===== src/rtl/instr_fetch.sv =====
// RV32I fetch stage: owns the PC, fetches one instruction per commit over a
// valid/ready read channel and latches the first fetch fault until reset.
module instr_fetch #(
    parameter logic [31:0] RESET_VECTOR   = 32'h0000_0000,
    parameter int unsigned TIMEOUT_CYCLES = 16,
    parameter logic [31:0] NOP_INSTR      = 32'h0000_0013
) (
    input  logic        CLK,
    input  logic        RST,
    output logic        IMEM_ARVALID,
    output logic [31:0] IMEM_ARADDR,
    input  logic        IMEM_ARREADY,
    input  logic        IMEM_RVALID,
    input  logic [31:0] IMEM_RDATA_I,
    input  logic [1:0]  IMEM_RRESP,
    output logic        IMEM_RREADY,
    output logic [31:0] PC,
    output logic [31:0] IMEM_RDATA,
    output logic        INSTR_VALID,
    input  logic [31:0] PC_N,
    input  logic        INSTR_DONE,
    output logic        FETCH_ERR,
    output logic [1:0]  ERR_CAUSE,
    output logic [31:0] INSTRET
);

    typedef enum logic [2:0] {
        S_IDLE,
        S_REQ,
        S_RESP,
        S_EXEC,
        S_ERR
    } state_t;

    state_t      state_q;
    logic [31:0] pc_q;
    logic [31:0] instr_q;
    logic [31:0] instret_q;
    logic [31:0] tmo_cnt_q;
    logic [31:0] tmo_cnt_d;
    logic        tmo_hit;
    logic        arvalid_q;
    logic        rready_q;
    logic        valid_q;
    logic        err_q;
    logic [1:0]  cause_q;

    // tmo_cnt_d is the number of S_RESP cycles completed at the coming edge.
    always_comb begin
        tmo_cnt_d = tmo_cnt_q + 32'd1;
        tmo_hit   = (TIMEOUT_CYCLES != 0) && (tmo_cnt_d == TIMEOUT_CYCLES);
    end

    always_ff @(posedge CLK or posedge RST) begin
        if (RST) begin
            state_q   <= S_IDLE;
            pc_q      <= RESET_VECTOR;
            instr_q   <= NOP_INSTR;
            instret_q <= '0;
            tmo_cnt_q <= '0;
            arvalid_q <= 1'b0;
            rready_q  <= 1'b0;
            valid_q   <= 1'b0;
            err_q     <= 1'b0;
            cause_q   <= 2'b00;
        end else begin
            case (state_q)
                S_IDLE: begin
                    state_q   <= S_REQ;
                    arvalid_q <= 1'b1;
                end
                S_REQ: begin
                    if (IMEM_ARREADY) begin
                        state_q   <= S_RESP;
                        arvalid_q <= 1'b0;
                        rready_q  <= 1'b1;
                        tmo_cnt_q <= '0;
                    end
                end
                S_RESP: begin
                    // A response in the limit cycle wins over the timeout.
                    if (IMEM_RVALID) begin
                        rready_q  <= 1'b0;
                        tmo_cnt_q <= '0;
                        if (IMEM_RRESP == 2'b00) begin
                            instr_q <= IMEM_RDATA_I;
                            valid_q <= 1'b1;
                            state_q <= S_EXEC;
                        end else begin
                            err_q   <= 1'b1;
                            cause_q <= 2'b01;
                            state_q <= S_ERR;
                        end
                    end else if (tmo_hit) begin
                        rready_q  <= 1'b0;
                        tmo_cnt_q <= '0;
                        err_q     <= 1'b1;
                        cause_q   <= 2'b11;
                        state_q   <= S_ERR;
                    end else begin
                        tmo_cnt_q <= tmo_cnt_d;
                    end
                end
                S_EXEC: begin
                    if (INSTR_DONE) begin
                        valid_q <= 1'b0;
                        if (PC_N[1:0] == 2'b00) begin
                            pc_q      <= PC_N;
                            instret_q <= instret_q + 32'd1;
                            arvalid_q <= 1'b1;
                            state_q   <= S_REQ;
                        end else begin
                            err_q   <= 1'b1;
                            cause_q <= 2'b10;
                            state_q <= S_ERR;
                        end
                    end
                end
                S_ERR: begin
                end
                default: begin
                    state_q <= S_IDLE;
                end
            endcase
        end
    end

    assign IMEM_ARVALID = arvalid_q;
    assign IMEM_ARADDR  = pc_q;
    assign IMEM_RREADY  = rready_q;
    assign PC           = pc_q;
    assign IMEM_RDATA   = instr_q;
    assign INSTR_VALID  = valid_q;
    assign FETCH_ERR    = err_q;
    assign ERR_CAUSE    = cause_q;
    assign INSTRET      = instret_q;

endmodule

===== config.mk =====
export PLATFORM = sky130hd
export DESIGN_NAME = instr_fetch
export DESIGN_NICKNAME = d
export VERILOG_FILES = /design/src/rtl/instr_fetch.sv
export SDC_FILE = /design/constraint.sdc
export NUM_CORES = 1
export LEC_CHECK = 0
export CORE_UTILIZATION = 48
export CTS_CLUSTER_DIAMETER = 200
export DETAILED_ROUTE_END_ITERATION = 6
export GPL_TIMING_DRIVEN = 0
export PLACE_DENSITY = 0.78
export SLEW_MARGIN = 20
export SYNTH_ARGS = -nofsm -noshare
export SYNTH_HDL_FRONTEND = slang
export SYNTH_SLANG_ARGS = --single-unit
export TNS_END_PERCENT = 10

===== constraint.sdc =====
create_clock -name CLK -period 4.99 [get_ports CLK]
set_input_delay 0.998 -clock CLK [delete_from_list [all_inputs] [get_ports CLK]]
set_output_delay 0.998 -clock CLK [all_outputs]
set_load 0.1 [all_outputs]

==> results_dict.tcl, run 1 <==
# implementation run metrics
set metrics [dict create \
    ys_seq_frac 0.490 \
    yosysMostFrequentCell "nand2_1" \
    lay_top_count "clkdlybuf4s50_1" \
    antenna_cells 0 \
    cp.required_ps 5290 \
    crit_start "INSTR_DONE" \
    cp_num_cells 10 \
    synth_area_per_cell_sq_um 9.80 \
    finalSetupViolations 0 \
    clk_path_buf_depth 2 \
    use_met2 0.431 \
    r2r_start "tmo_cnt_q[0]" \
    whs_endpoint "INSTRET[31]" \
    drv_slew 0 \
    vdd_drop_max_mv 0.674 \
    grt_use_met3 0.0753 \
    holdWs_ps 474 \
    simple_gate_share 0.250 \
    p_seq_frac 0.229 \
    p_comb_w 0.00413 \
    powerSeq_w 0.00160 \
    synthTopCellsByCount "nand2_1, dfrtp_1, nand3_1" \
    critical_path_class "primary input to register" \
    outcome "complete, no violations" \
    first_pass_iters 5 \
    syn_inst 715 \
    pre_cts_slack_ps 1190 \
    r2r-end "state_q[1]" \
    period_minus_slack_ps 3400 \
    clk_pin_slew_ps 60 \
    grt_pass1_vias 5916 \
    ys_types 64 \
    synthesis.area_sq_mm 0.00701 \
    cts_resized 0 \
    holdCritStartpoint "INSTRET[31]" \
    cell_internal_pwr_w 0.00310 \
    setup.worst_path.end "INSTRET[26]" \
    cp_slowest_cell "clkdlybuf4s50_1" \
    ant_nets 0 \
    setup_ws_ps 1590 \
    power.density_mw_per_mm2 706 \
    crit_buf_inv 2 \
    postCtsHoldBufs 0 \
    yosys.area_share.aoi 0.0761 \
    drc 0 \
]
[run 1: layout make-up]
type | instances | area, sq um | share of cell area
clock buffers | 19 | 443 | 0.0448
inverters | 11 | 48.8 | 0.00493
flip-flops and latches | 137 | 3430 | 0.347
clock inverters | 13 | 145 | 0.0147
multi-input cells | 495 | 3100 | 0.313
repair buffers | 205 | 2070 | 0.209
plain buffers | 72 | 434 | 0.0439
well taps | 180 | 225 | 0.0228
[run 1: metal layers]
metal  up-vias  wire, um
met5         -         0
met1      2902      7850
li1       2873         -
met4         0       391
met2       190      9470
met3        32      1260
[run 1: per-stage QoR]
step                utilization  power [W]
finish                    0.705    0.00699
detailed placement        0.663    0.00575
global placement          0.660    0.00572
floorplan                     -    0.00477
CTS                       0.705    0.00702
global route              0.705    0.00722
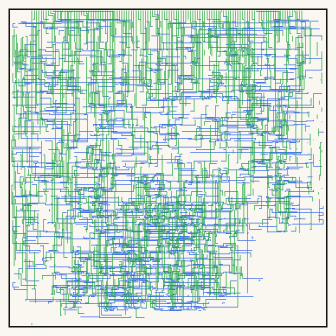
(run_1/layers.png)
Only two layers are drawn.
Key: green = M2 [wire length 9470 um]; blue = M1 [wire length 7850 um]
routed vias: 5997
total track usage: 0.265
post-DR wirelength/cell: 16.8 um
WL final: 19000 um

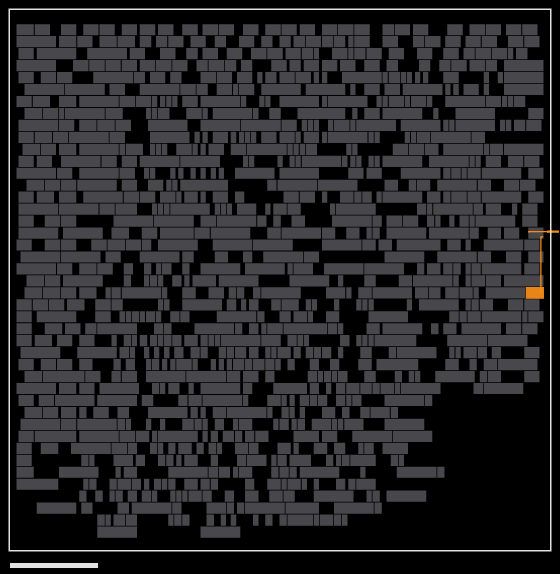
(run_1/port_trees.png)
The bar under the picture is 20 um long.
Key: orange = `RST` [bits 1, direction input, edge right, end cells 1, buffers 1, wire 18.0 um]
IO buf count: 204
num ports: 205

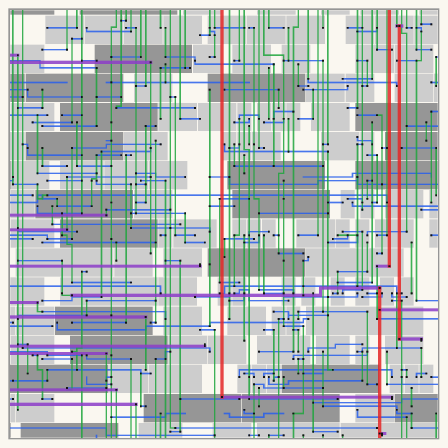
(run_1/closeup.png)
Window x 11 to 51, y 72 to 112 um. Cells in grey, sequential cells in the stronger grey; small squares are vias.
Key: blue = M1; green = M2; red = M4; purple = M3
Netlist names of flops here include `IMEM_RDATA` (11), `IMEM_ARADDR` (9). 119 logic cells have their middle in the window. Sequential cells in the window: 20. Most frequent: clkdlybuf4s50_1 (42), nand2_1 (31), dfrtp_1 (20).

## Run 2: what changed since run 1
CORE_UTILIZATION = 43   (was 48)
PLACE_DENSITY = 0.74   (was 0.78)
clock period = 2.8 ns   (was 4.99 ns; I/O delays follow)
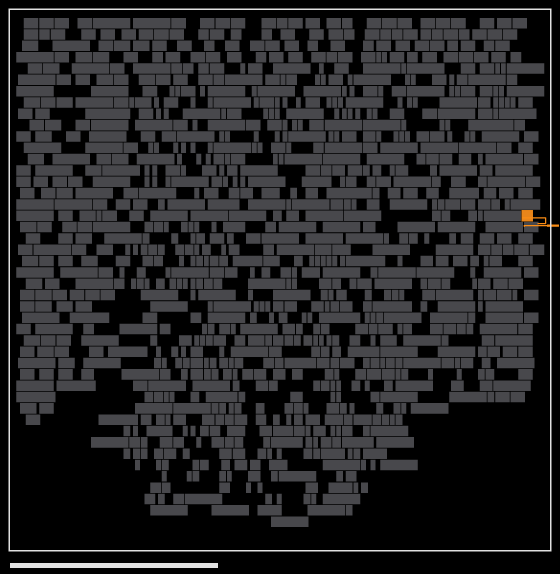
(run_2/port_trees.png)
The bar under the picture is 50 um long.
Key: orange = `RST` [bits 1, direction input, edge right, end cells 1, buffers 1, wire 14.6 um]

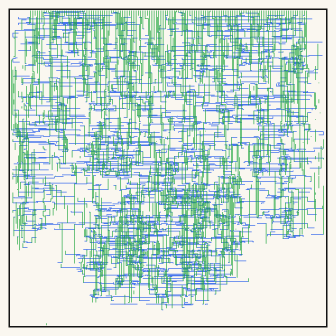
(run_2/layers.png)
Only two layers are drawn.
Key: green = M2 [wire length 9480 um]; blue = M1 [wire length 7990 um]
routed vias: 6062
post-DR wirelength/cell: 16.1 um
WL final: 19100 um

==> run 2 against run 1 <==
Against the previous run: utilization fell by 6.3 points; hold slack got worse by 5.5 ps; non-clock buffer count rose by 15; flip-flop count did not move; critical path depth fell by 8; sequential power rose by about 80%; register-to-register slack got worse by 1600 ps; final area rose by 3.1%; wire length rose by 0.47%; largest cell class unchanged.
==> results_dict.tcl, run 2 <==
# implementation run metrics
set metrics [dict create \
    clk_path_buf_depth 2 \
    nets 1027 \
    nClkBuffers 17 \
    cts_resized 7 \
    postCtsHoldBufs 0 \
    yosysMostFrequentCell "nand2_1" \
    regArea_sq_mm 0.00343 \
    lay_top_count "clkdlybuf4s50_1" \
    use_met2 0.376 \
    simple_gate_share 0.250 \
    vdd_drop_max_mv 1.71 \
    tritoncts "yes" \
    ys.flops 137 \
    highest_layer "met4" \
    sh_comb_area 0.311 \
    ant_nets 0 \
    buf_share 0.260 \
    p_clk_frac 0.186 \
    cts.sinks 137 \
    cell_internal_pwr_w 0.00564 \
    lay_top_cells "clkdlybuf4s50_1, nand2_1, dfrtp_1" \
    critical_path_class "register to primary output" \
    clkLatencyLatePin_ps 430 \
    port_buffers 204 \
    yosys.area_share.aoi 0.0761 \
    period_minus_slack_ps 2670 \
    largest_cell_class "sequential cells" \
    outcome "complete, no violations" \
    wl_met2_um 9480 \
    r2r_start "tmo_cnt_q[0]" \
    tapCellCount 216 \
    critPathMaxFanout 3 \
    synth_area_per_cell_sq_um 9.80 \
    clk_pin_slew_ps 60 \
    power.density_mw_per_mm2 1240 \
    wl_met1_um 7990 \
    largest_area_cell "dfrtp_1" \
    synthesis.area_sq_mm 0.00701 \
    grt_use_met3 0.0586 \
    cp.required_ps 2240 \
    grt_pass1_vias 5842 \
    syn_inst 715 \
    grt_pass1_wl_um 30100 \
    grt_use_total 0.235 \
    nNonClkInverters 11 \
    ys_seq_frac 0.490 \
    powerSeq_w 0.00288 \
    met3_length_um 1200 \
    floorplan.nets 788 \
    logic_area_sq_mm 0.00318 \
    ys_chip_area_sq_mm 0.00701 \
    first_pass_iters 5 \
    design_area_sq_mm 0.0102 \
    cp_slowest_cell "clkdlybuf4s50_1" \
    synthTopCellsByCount "nand2_1, dfrtp_1, nand3_1" \
    postCtsSetupBuffers 6 \
    signal_buffers 292 \
    seq_cells 137 \
    seq-cell-share 0.337 \
    finalSetupViolations 0 \
    final-clk-cell-share 0.0606 \
    p_seq_frac 0.228 \
    drc 0 \
    root_buffer "clkbuf_16" \
    ys_types 64 \
    synth-edff-count 0 \
    drv_slew 0 \
    ys_warn_count 0 \
    num_io_pins 205 \
    crit_start "IMEM_ARADDR[13]" \
    warnings 27 \
    antenna_cells 0 \
    dieHeight_um 130 \
    logic_gate_count 495 \
    busiest_layer "met2" \
    use_met1 0.304 \
    synthToLayoutAreaGrowth_pct 45.6 \
    p_comb_w 0.00740 \
    crit_buf_inv 2 \
    comb_power_share 0.586 \
]
==> run 2: cell counts after synthesis <==
Identical to the previous run, type by type.
==> run 2: per-stage QoR <==
stage	utilization	hold WS (ps)	total power, W	worst slack [ps]
after floorplan	-	475	0.00850	-28.1
after global placement	0.587	449	0.0102	-740
after detailed placement	0.592	464	0.0103	-533
after CTS	0.634	463	0.0126	5.83
after global routing	0.642	481	0.0131	-27.2
final	0.642	468	0.0126	126
==> run 2: worst paths after layout <==
kind	slack, ps	endpoint	cells past startpoint
max	130	PC[13]	2
min	470	INSTRET[13]	2
max reg2reg	150	state_q[1]	10
min reg2reg	470	INSTRET[31]	1
max in group asynchronous	1150	IMEM_RDATA[29]	6
min in group CLK	470	INSTRET[31]	1
Power is estimated from default activity; no workload was simulated.
